## config.mk

```make
export PLATFORM = sky130hd
export DESIGN_NAME = cordic_rotation_engine
export DESIGN_NICKNAME = d
export VERILOG_FILES = /design/src/rtl/cordic_pkg.sv /design/src/rtl/cordic_sat.sv /design/src/rtl/cordic_rotation_engine.sv
export SDC_FILE = /design/constraint.sdc
export NUM_CORES = 1
export LEC_CHECK = 0
export ABC_AREA = 1
export ABC_CLOCK_PERIOD_IN_PS = 4100
export CORE_MARGIN = 5
export CORE_UTILIZATION = 54
export CTS_CLUSTER_DIAMETER = 150
export DETAILED_ROUTE_END_ITERATION = 16
export HOLD_SLACK_MARGIN = 0.06
export PLACE_DENSITY_LB_ADDON = 0.3
export SYNTH_ARGS = -nofsm -noshare
export SYNTH_HDL_FRONTEND = slang
export SYNTH_SLANG_ARGS = --single-unit
export TNS_END_PERCENT = 30
```

## constraint.sdc

```tcl
create_clock -name clk -period 4.1 [get_ports clk]
set_input_delay 1.23 -clock clk [delete_from_list [all_inputs] [get_ports clk]]
set_output_delay 1.23 -clock clk [all_outputs]
set_load 0.02 [all_outputs]
```

## src/rtl/cordic_pkg.sv

```systemverilog
// Shared CORDIC constants: arctangent table in quarter-turn units (0x4000 = 90 deg),
// gain-compensation constant and the engine state encoding.
package cordic_pkg;

   localparam int          NATAN     = 15;
   localparam logic [15:0] ATAN [0:NATAN-1] = '{
      16'd8192, 16'd4836, 16'd2555, 16'd1297, 16'd651, 16'd326, 16'd163, 16'd81,
      16'd41,   16'd20,   16'd10,   16'd5,    16'd3,   16'd1,   16'd1
   };
   localparam logic [15:0] CORDIC_K  = 16'd19898;
   localparam logic [15:0] ANG90     = 16'h4000;

   typedef enum logic [1:0] {
      IDLE = 2'd0,
      ITER = 2'd1,
      COMP = 2'd2,
      DONE = 2'd3
   } state_t;

   function automatic logic [15:0] atan_lut(input logic [3:0] i);
      return (i < 4'(NATAN)) ? ATAN[i] : 16'd0;
   endfunction

endpackage

```

## src/rtl/cordic_sat.sv

```systemverilog
// Narrows a wide signed value to OW bits, clamping to the signed range and flagging the clamp.
module cordic_sat #(
   parameter int IW = 18,
   parameter int OW = 16
) (
   input  logic signed [IW-1:0] i_val,
   output logic signed [OW-1:0] o_val,
   output logic                 o_sat
);

   localparam logic signed [IW-1:0] MAXV = {{(IW-OW+1){1'b0}}, {(OW-1){1'b1}}};
   localparam logic signed [IW-1:0] MINV = {{(IW-OW+1){1'b1}}, {(OW-1){1'b0}}};

   always_comb begin
      o_sat = 1'b0;
      o_val = i_val[OW-1:0];
      if (i_val > MAXV) begin
         o_val = {1'b0, {(OW-1){1'b1}}};
         o_sat = 1'b1;
      end else if (i_val < MINV) begin
         o_val = {1'b1, {(OW-1){1'b0}}};
         o_sat = 1'b1;
      end
   end

endmodule

```

## src/rtl/cordic_rotation_engine.sv

```systemverilog
// Iterative CORDIC rotation, one micro-rotation per cycle, result held until out_ready.
// Optional unity-gain output stage enabled by defining CORDIC_GAIN_COMP_EN.
module cordic_rotation_engine
   import cordic_pkg::*;
#(
   parameter int FRAC_BITS = 15,
   parameter int ITERS     = 15
) (
   input  logic                  clk,
   input  logic                  rst_n,
   input  logic                  in_valid,
   output logic                  in_ready,
   input  logic signed [FRAC_BITS:0] x_in,
   input  logic signed [FRAC_BITS:0] y_in,
   input  logic        [FRAC_BITS:0] theta_in,
   output logic                  out_valid,
   input  logic                  out_ready,
   output logic signed [FRAC_BITS:0] x_out,
   output logic signed [FRAC_BITS:0] y_out,
   output logic                  sat
);

   localparam int W  = FRAC_BITS + 1;
   localparam int XW = FRAC_BITS + 3;
   localparam int ZW = FRAC_BITS + 2;
   localparam logic [W-1:0] QMASK = W'(ANG90 - 16'd1);

   state_t               r_state;
   logic [3:0]           r_cnt;
   logic signed [XW-1:0] r_x, r_y;
   logic signed [ZW-1:0] r_z;
   logic signed [W-1:0]  r_x_out, r_y_out;
   logic                 r_sat;

   logic signed [XW-1:0] w_xs, w_ys, w_x_nxt, w_y_nxt, w_x_fin, w_y_fin;
   logic signed [ZW-1:0] w_z_nxt, w_atan;
   logic signed [W-1:0]  w_x_sat, w_y_sat;
   logic                 w_x_clip, w_y_clip;

   // Both axes update from the pre-cycle values; direction follows the residual angle sign.
   always_comb begin
      w_xs   = r_x >>> r_cnt;
      w_ys   = r_y >>> r_cnt;
      w_atan = ZW'(atan_lut(r_cnt));
      if (!r_z[ZW-1]) begin
         w_x_nxt = r_x - w_ys;
         w_y_nxt = r_y + w_xs;
         w_z_nxt = r_z - w_atan;
      end else begin
         w_x_nxt = r_x + w_ys;
         w_y_nxt = r_y - w_xs;
         w_z_nxt = r_z + w_atan;
      end
   end

`ifdef CORDIC_GAIN_COMP_EN
   localparam int PW = XW + 17;
   localparam logic signed [PW-1:0] RND = PW'(2 ** (FRAC_BITS - 1));
   logic signed [PW-1:0] w_xp, w_yp;

   always_comb begin
      w_xp    = PW'(r_x) * PW'($signed({1'b0, CORDIC_K})) + RND;
      w_yp    = PW'(r_y) * PW'($signed({1'b0, CORDIC_K})) + RND;
      w_x_fin = XW'(w_xp >>> FRAC_BITS);
      w_y_fin = XW'(w_yp >>> FRAC_BITS);
   end
`else
   assign w_x_fin = w_x_nxt;
   assign w_y_fin = w_y_nxt;
`endif

   cordic_sat #(.IW(XW), .OW(W)) u_sat_x (.i_val(w_x_fin), .o_val(w_x_sat), .o_sat(w_x_clip));
   cordic_sat #(.IW(XW), .OW(W)) u_sat_y (.i_val(w_y_fin), .o_val(w_y_sat), .o_sat(w_y_clip));

   always_ff @(posedge clk) begin
      if (!rst_n) begin
         r_state <= IDLE;
         r_cnt   <= '0;
         r_x     <= '0;
         r_y     <= '0;
         r_z     <= '0;
         r_x_out <= '0;
         r_y_out <= '0;
         r_sat   <= 1'b0;
      end else begin
         case (r_state)
            IDLE: if (in_valid) begin
               r_x     <= XW'(x_in);
               r_y     <= XW'(y_in);
               r_z     <= {1'b0, theta_in & QMASK};
               r_cnt   <= '0;
               r_state <= ITER;
            end
            ITER: begin
               r_x   <= w_x_nxt;
               r_y   <= w_y_nxt;
               r_z   <= w_z_nxt;
               r_cnt <= r_cnt + 4'd1;
               if (r_cnt == 4'(ITERS - 1)) begin
`ifdef CORDIC_GAIN_COMP_EN
                  r_state <= COMP;
`else
                  r_state <= DONE;
                  r_x_out <= w_x_sat;
                  r_y_out <= w_y_sat;
                  r_sat   <= w_x_clip | w_y_clip;
`endif
               end
            end
`ifdef CORDIC_GAIN_COMP_EN
            COMP: begin
               r_state <= DONE;
               r_x_out <= w_x_sat;
               r_y_out <= w_y_sat;
               r_sat   <= w_x_clip | w_y_clip;
            end
`endif
            DONE: if (out_ready) r_state <= IDLE;
            default: r_state <= IDLE;
         endcase
      end
   end

   assign in_ready  = (r_state == IDLE);
   assign out_valid = (r_state == DONE);
   assign x_out     = r_x_out;
   assign y_out     = r_y_out;
   assign sat       = r_sat;

endmodule
```

**Run 1: the clock network**

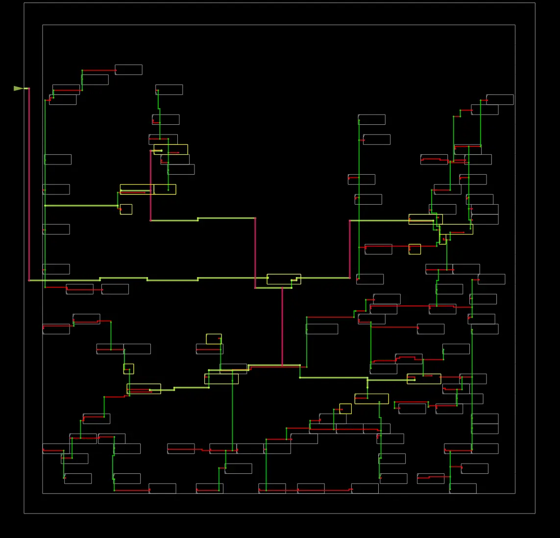
registers: 92
total CTS buffers: 9
clock sink count: 92
CLK BUF: 9
worst-skew pair later-pin latency: 0.37 ns

**Run 1: clock distribution**

Scale bar: 50 µm.
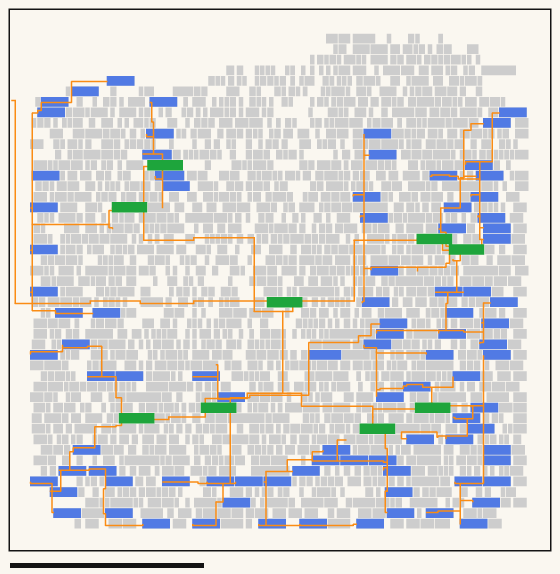
legend:
  orange:
    item: clock wires
    length: 1410 µm
  blue:
    item: flip-flops
    count: 92
  green:
    item: clock-net drivers
    count: 9
flops lie: all over the die

==> flow_metrics.py, run 1 <==
# Flow results
metrics = {
    "clock_tree": {
        "cts_buffer_depth": 2,
        "postCtsHoldBufs": 0,
        "cts_tree": "built",
        "cts_root_buf": "clkbuf_16",
        "cts-htree-levels": 3,
        "path_clk_slew_ns": 0.08,
    },
    "place": {
        "dp_cells": 1886,
        "routabilityCongestion": 0.972,
        "port_buffers": 84,
        "dp_hpwl_um": 23200,
    },
    "timing": {
        "finalSetupViolations": 32,
        "finalMaxSlewViolations": 0,
        "final_hold_viol_count": 0,
        "fin_crit_sh": 1.08,
        "timing.fmax_mhz": 227,
        "setup_ws_ns": -0.310,
        "rsz0062_at_grt": "yes",
        "post-route-min-period_ns": 4.41,
        "tightest_slew_ns": 0.812,
        "skew_ns": 0.0201,
        "relSlewSlack": 0.457,
        "setup_tns_ns": -4.35,
    },
    "setup_path": {
        "cp-start-kind": "flop",
        "r2r_end": "x_out[13]",
        "cp_data_arrival_time_ns": 4.66,
        "cp.required_ns": 4.35,
        "crit_top_cell": "nand3_1",
        "crit_type": "reg2reg",
        "rr_startpoint": "r_cnt[0]",
        "worst-path-buf-inv": 7,
        "critPathCaptureType": "flop",
        "cpLargestDelayFamily": "simple AND/OR/NAND/NOR gates",
        "reg2reg_depth": 28,
        "startpoint": "r_cnt[0]",
        "path_depth": 28,
        "rrSetupSlack_ns": -0.31,
        "critPathMaxFanout": 21,
        "critical_path.slowest_cell": "dfxtp_4",
        "crit_end": "x_out[13]",
        "max_stage_delay_ns": 0.38,
    },
    "synthesis": {
        "most_common_cell": "nand2_1",
        "postSynthSeqShare": 0.204,
        "ys_warn_count": 0,
        "top_area_cell": "dfxtp_1",
        "ys_ff": 92,
        "synthTopCellsByArea": "dfxtp_1 (20%), nand2_1 (16%), nand3_1 (8.3%), ha_1 (8.2%), a21oi_1 (7.5%)",
        "ys_async_sr_fraction": 0,
        "syn_area_per_cell_um2": 6.26,
        "edf_count": 0,
        "netlist_top_cells_count": "nand2_1 (383), nand3_1 (150), a21oi_1 (135)",
        "netlist_instances": 1442,
        "syn_nets": 1556,
        "top_area_frac": 0.204,
        "yosys_area_mm2": 0.00903,
        "synthesis.area_mm2": 0.00903,
        "yosys.cell_types.count": 47,
        "flop_cell": "dfxtp_1",
        "ys_cells": 1442,
    },
    "pwr": {
        "pwr-share-clk": 0.125,
        "power_frac_seq": 0.160,
        "switching_share": 0.480,
        "internal-power_w": 0.00355,
        "p_leak_nw": 6.09,
        "comb_power_share": 0.715,
        "p_per_area_mw_per_mm2": 540,
        "netSwitchingPower_w": 0.00327,
        "ir_drop_uv": 401,
    },
    "die": {
        "boundaryPins": 87,
        "die_area_mm2": 0.0194,
        "initCoreUtil": 0.548,
        "dieHeight_um": 139,
        "std_cell_rows": 47,
        "die_w_um": 139,
        "fp.coreArea_mm2": 0.0165,
    },
    "drt": {
        "drtIter0Drc": 1068,
        "firstDrtPassIters": 5,
        "routed_wl_um": 32500,
        "drc": 0,
        "num_vias": 11027,
        "wl_per_cell_um": 16.9,
        "ant_nets": 0,
        "vias_per_cell": 5.74,
    },
    "global_route": {
        "grt_pass1_wl_um": 50300,
        "grt_start_max_net_pins": 51,
        "track_usage": 0.310,
        "first_global_vias": 10315,
        "grt_antenna_before_repair": 0,
        "overflow": 0,
    },
    "outcome": {
        "outcome": "finished, violations left",
        "violations": "negative setup slack",
    },
    "flow_run": {
        "drv_cap": 0,
        "warning_count": 35,
    },
    "hold_path": {
        "hold_depth": 2,
        "holdPathEnd": "r_z[13]",
        "hold_start": "r_z[13]",
        "hp-class": "reg2reg",
    },
    "finish": {
        "drive_gt1_frac": 0.260,
        "nets": 1811,
        "n_antenna_cell": 0,
        "fill_cells": 1240,
        "finalNonFillerCells": 1922,
        "syn_to_final_growth_pct": 39.7,
    },
}
**Run 1: placed cells, one color a class**

Scale bar: 50 µm.
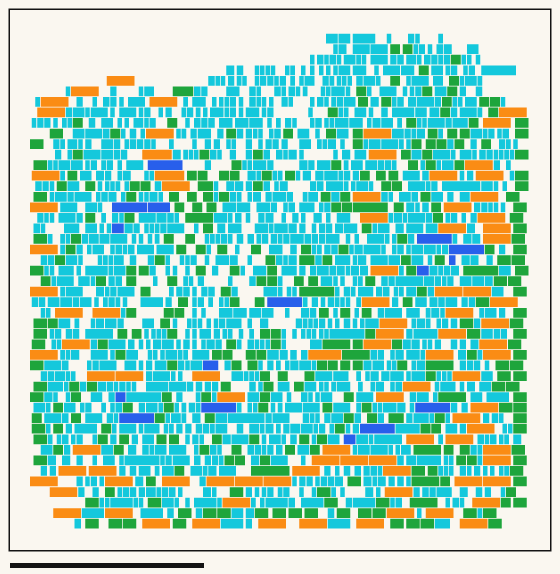
legend:
  cyan:
    class: remaining logic cells
    cells: 1279
    share_of_their_area: 60%
  blue:
    class: clock drivers and dummy loads
    cells: 16
    share_of_their_area: 2.4%
  orange:
    class: registers
    cells: 92
    share_of_their_area: 15%
  green:
    class: remaining buffers and delay cells
    cells: 315
    share_of_their_area: 22%

==> run 1: state kept, by name, summed over array words and instances, names as in the netlist <==
signal,count
sat,1
r_state,2
x_out,16
r_y,18
y_out,16
r_z,17
r_cnt,4
r_x,18
==> run 1: metal layers <==
metal | GRT usage | part of all wire
met1 | 0.389 | 0.40
met2 | 0.528 | 0.48
met3 | 0.0487 | 0.072
met4 | 0.131 | 0.047
met5 | 0 | 0
==> run 1: worst reg2reg max path, delay by kind of cell, from the launching register on <==
kind,cells,cell delay [ns]
compound gates,2,0.16
simple gates,17,2.39
xor+xnor,1,0.17
flops,1,0.38
buf+inv,7,0.89
fa+ha+maj,1,0.29
==> run 1: cell families (layout without fill, tap and decap cells) <==
| group | count (synthesis) | count (layout) | synth area share |
|---|---|---|---|
| AND/OR/NAND/NOR | 711 | 711 | 0.338 |
| AND-OR/OR-AND | 329 | 329 | 0.211 |
| buffers and inverters | 170 | 430 | 0.0827 |
| flip-flops | 92 | 92 | 0.204 |
| XOR/XNOR | 78 | 78 | 0.0757 |
| adder cells (fa/ha/maj) | 62 | 62 | 0.0884 |
==> run 1: cell usage in the layout, fill, tap and decap left out, types with 4 or more instances in the layout <==
cell             netlist  final
o21ai_1                1     15
nand4_1                8      8
ha_1                  59     55
xor2_1                54     52
ha_4                   0      4
o21ai_2                0      6
nor2_1               116    107
inv_1                 88     85
a211oi_1               5      5
xnor2_1               24     22
a21boi_2               0      4
buf_4                  3    215
nor2_2                 5     13
nand3_1              150    119
dfxtp_1               92     89
a21oi_4               10     11
inv_2                  7      6
buf_12                 2      8
nand2_2               22     45
o21ai_0              122    102
or2_2                  5      4
o211ai_1               4      4
a21oi_2               12     28
nand3_2                9     37
nand2_4                1      8
a21oi_1              135    118
o22ai_1               11     11
clkdlybuf4s50_1        0     84
clkbuf_16              0     12
nand2_1              383    353
nor3_2                 1      4
a31oi_1                7      7
==> run 1: power groups by stage <==
stage	Combinational (W)	Sequential, W	Clock (W)
CTS	0.00435	0.00108	0.000853
detailed placement	0.00419	0.00109	0
floorplan	0.00262	0.00105	0
global placement	0.00409	0.00109	0
global route	0.00529	0.00109	0.000900
finish	0.00487	0.00109	0.000853
==> run 1: final cells by class <==
class,count,area (µm²),area share
timing repair inverter,1,8.76,0.000694
clock buffer,9,225,0.0179
multi-input combinational,1180,7040,0.558
sequential,92,1850,0.146
clock inverter,7,66.3,0.00526
tap,220,275,0.0218
timing repair buffer,315,2770,0.219
inverter,98,390,0.0309
==> run 1: metrics by stage <==
step | utilization | cell area [µm²] | worst slack [ns] | total power [W] | hold slack (ns)
floorplan | - | 9040 | 0.0641 | 0.00367 | 0.450
global placement | 0.697 | 11500 | -0.211 | 0.00518 | 0.456
detailed placement | 0.697 | 11500 | -0.366 | 0.00528 | 0.462
CTS | 0.733 | 12100 | -0.0539 | 0.00628 | 0.475
global route | 0.766 | 12600 | -0.504 | 0.00728 | 0.496
finish | 0.766 | 12600 | -0.310 | 0.00682 | 0.472
==> run 1: repair_timing <==
item,4_1_cts,5_1_grt
buffers inserted,4,10
pin swaps,7,51
gates cloned,1,5
endpoints found under the setup margin,45,55
resized,62,118
endpoints found under the hold margin,0,0
**Run 1: wiring by layer**

Two of the layers only.
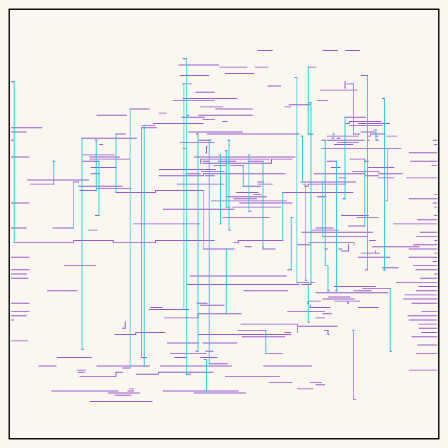

==> run 2: changes to the inputs <==
Settings changed: ABC_CLOCK_PERIOD_IN_PS 4100 to 3750.
Clock period 4.1 ns to 3.75 ns, I/O delays scaled along.
**Run 2: wiring by layer**

Two of the layers only.
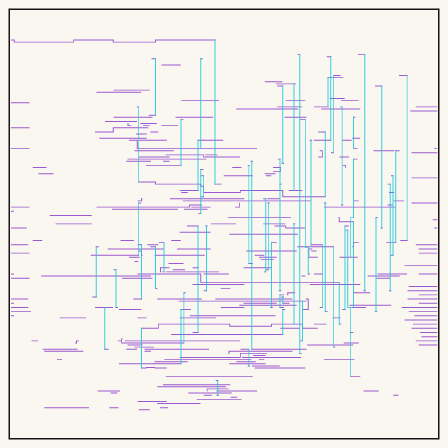
legend:
  cyan:
    layer: M4
    wire_length: 1550 µm
  purple:
    layer: M3
    wire_length: 2420 µm

==> flow_metrics.py, run 2 <==
# Flow results
metrics = {
    "global_route": {
        "track_usage": 0.321,
        "first_global_vias": 10731,
        "grt_start_max_net_pins": 46,
        "overflow": 0,
        "grt_antenna_before_repair": 0,
        "grt_pass1_wl_um": 51900,
    },
    "timing": {
        "hold_ws_ns": 0.473,
        "relSlewSlack": 0.462,
        "rsz0062_at_grt": "yes",
        "finalMaxSlewViolations": 0,
        "post-route-min-period_ns": 4.29,
        "setup_ws_ns": -0.540,
        "final_hold_viol_count": 0,
        "timing.fmax_mhz": 233,
        "skew_ns": 0.0141,
        "fin_crit_sh": 1.14,
        "tightest_slew_ns": 0.804,
        "finalSetupViolations": 49,
    },
    "die": {
        "die_w_um": 139,
        "boundaryPins": 87,
        "dieHeight_um": 139,
        "fp.coreArea_mm2": 0.0165,
        "initCoreUtil": 0.548,
        "std_cell_rows": 47,
        "die_area_mm2": 0.0194,
    },
    "synthesis": {
        "synthAdderAreaFrac": 0.0884,
        "synthTopCellsByArea": "dfxtp_1 (20%), nand2_1 (16%), nand3_1 (8.3%), ha_1 (8.2%), a21oi_1 (7.5%)",
        "syn_nets": 1556,
        "synthXorXnorAreaFrac": 0.0757,
        "compound_area_frac": 0.211,
        "yosys_area_mm2": 0.00903,
        "syn_area_per_cell_um2": 6.26,
        "postSynthSeqShare": 0.204,
        "synthMuxAreaShare": 0,
        "ys_async_sr_fraction": 0,
        "simple_gate_share": 0.338,
        "flop_cell": "dfxtp_1",
        "netlist_instances": 1442,
        "ys_cells": 1442,
        "top_area_frac": 0.204,
        "netlist_top_cells_count": "nand2_1 (383), nand3_1 (150), a21oi_1 (135)",
        "most_common_cell": "nand2_1",
        "ys_warn_count": 0,
        "synthesis.area_mm2": 0.00903,
        "ys_ff": 92,
        "edf_count": 0,
        "yosys.cell_types.count": 47,
        "top_area_cell": "dfxtp_1",
    },
    "drt": {
        "routed_wl_um": 34200,
        "drtIter0Drc": 1095,
        "firstDrtPassIters": 9,
        "drc": 0,
        "num_vias": 11523,
        "wl_per_cell_um": 17.1,
        "ant_nets": 0,
        "vias_per_cell": 5.75,
    },
    "clock_tree": {
        "cts-htree-levels": 3,
        "clkLatencyLatePin_ns": 0.37,
        "cts_root_buf": "clkbuf_16",
        "cts_buffers": 9,
        "cts_tree": "built",
        "cts_buffer_depth": 2,
        "clock-sinks": 92,
    },
    "finish": {
        "fill_cells": 1090,
        "n_antenna_cell": 0,
        "nets": 1892,
        "layout_top_cell": "nand2_1",
        "lay_top_cells": "nand2_1 (338), buf_4 (292), nand3_1 (114)",
        "reg.largest.list": "r_x: 18 flops, r_y: 18 flops, r_z: 17 flops",
        "drive_gt1_frac": 0.320,
    },
    "hold_path": {
        "hp-class": "reg2reg",
    },
    "place": {
        "place_ws_ns": -0.528,
        "routabilityCongestion": 1.05,
    },
    "setup_path": {
        "crit_type": "reg2reg",
        "critPathCaptureType": "flop",
        "cp-start-kind": "flop",
        "critical_path.slowest_cell": "dfxtp_4",
        "max_stage_delay_ns": 0.41,
        "critPathMaxFanout": 8,
        "cp.required_ns": 4.06,
        "crit_top_cell": "nand2_4",
        "cp_data_arrival_time_ns": 4.60,
    },
    "pwr": {
        "ir_drop_uv": 472,
        "p_per_area_mw_per_mm2": 603,
    },
    "outcome": {
        "violations": "negative setup slack",
        "outcome": "finished, violations left",
    },
    "flow_run": {
        "drv_cap": 0,
        "warning_count": 35,
    },
}
## run 2: cell counts after synthesis
Identical to the previous run, type by type.
## run 2: worst paths after layout
check / startpoint / endpoint / slack, ns / cells after the start
worst max register to register: r_cnt[0] / x_out[12] / -0.54 / 29
worst min-delay path: y_out[0] / y_out[0] / 0.47 / 2
worst max-delay path: r_cnt[0] / x_out[12] / -0.54 / 29
worst min register to register: y_out[0] / y_out[0] / 0.47 / 2
## run 2: metrics by stage
| stage | util | TNS, ns | area, µm² | total power (W) | cells |
|---|---|---|---|---|---|
| floorplan | - | -1.73 | 9110 | 0.00413 | 1442 |
| global placement | 0.737 | -17.11 | 12100 | 0.00615 | 1964 |
| detailed placement | 0.737 | -21.47 | 12100 | 0.00628 | 1964 |
| CTS | 0.784 | -8.44 | 12900 | 0.00756 | 1993 |
| global route | 0.820 | -31.46 | 13500 | 0.00865 | 2003 |
| finish | 0.820 | -18.49 | 13500 | 0.00814 | 2003 |
## run 2: layout make-up
class                           instances  area (µm²)  area share
Multi-Input combinational cell       1180        7310       0.541
Timing Repair Buffer                  397        3390       0.251
Sequential cell                        92        1850       0.137
Inverter                               98         378      0.0280
Tap cell                              220         275      0.0204
Clock buffer                            9         225      0.0167
Clock inverter                          7        77.6     0.00574
## run 2: worst max-delay path, delay by kind of cell (launching register included)
family | cells | cell delay (ns)
adders and majority gates | 2 | 0.43
AOI/OAI and AO/OA | 4 | 0.69
DFF | 1 | 0.41
and+or+nand+nor | 15 | 1.85
buffers and inverters | 7 | 0.68
xor gates and xnor gates | 1 | 0.16
## run 2: power breakdown
group / switching, W / internal (W) / leakage [nW] / total, W
Sequential: 0.000117 / 0.00106 / 0.756 / 0.00118
Clock: 0.000501 / 0.000477 / 0.146 / 0.000978
Combinational: 0.00325 / 0.00273 / 5.63 / 0.00598
## run 2: routing by layer
metal | vias up | track usage | share of wire
li1 | 5499 | - | -
met1 | 5385 | 0.390 | 0.39
met2 | 516 | 0.567 | 0.49
met3 | 123 | 0.0521 | 0.071
met4 | 0 | 0.126 | 0.045
met5 | - | 0 | 0
## run 2: kinds of logic (layout without fill, tap and decap cells)
logic type / Yosys count / after routing
AOI/OAI and AO/OA: 329 / 329
xor gates and xnor gates: 78 / 78
adders and majority gates: 62 / 62
buffers and inverters: 170 / 511
DFF: 92 / 92
and+or+nand+nor: 711 / 711
## run 2: timing repair
action,4_1_cts,5_1_grt
resized,112,119
gates cloned,1,2
setup endpoints to repair,58,62
hold buffers,0,0
setup buffers,12,8
pin swaps,37,50
No activity file was given, so power comes from the tool's default toggle rates.
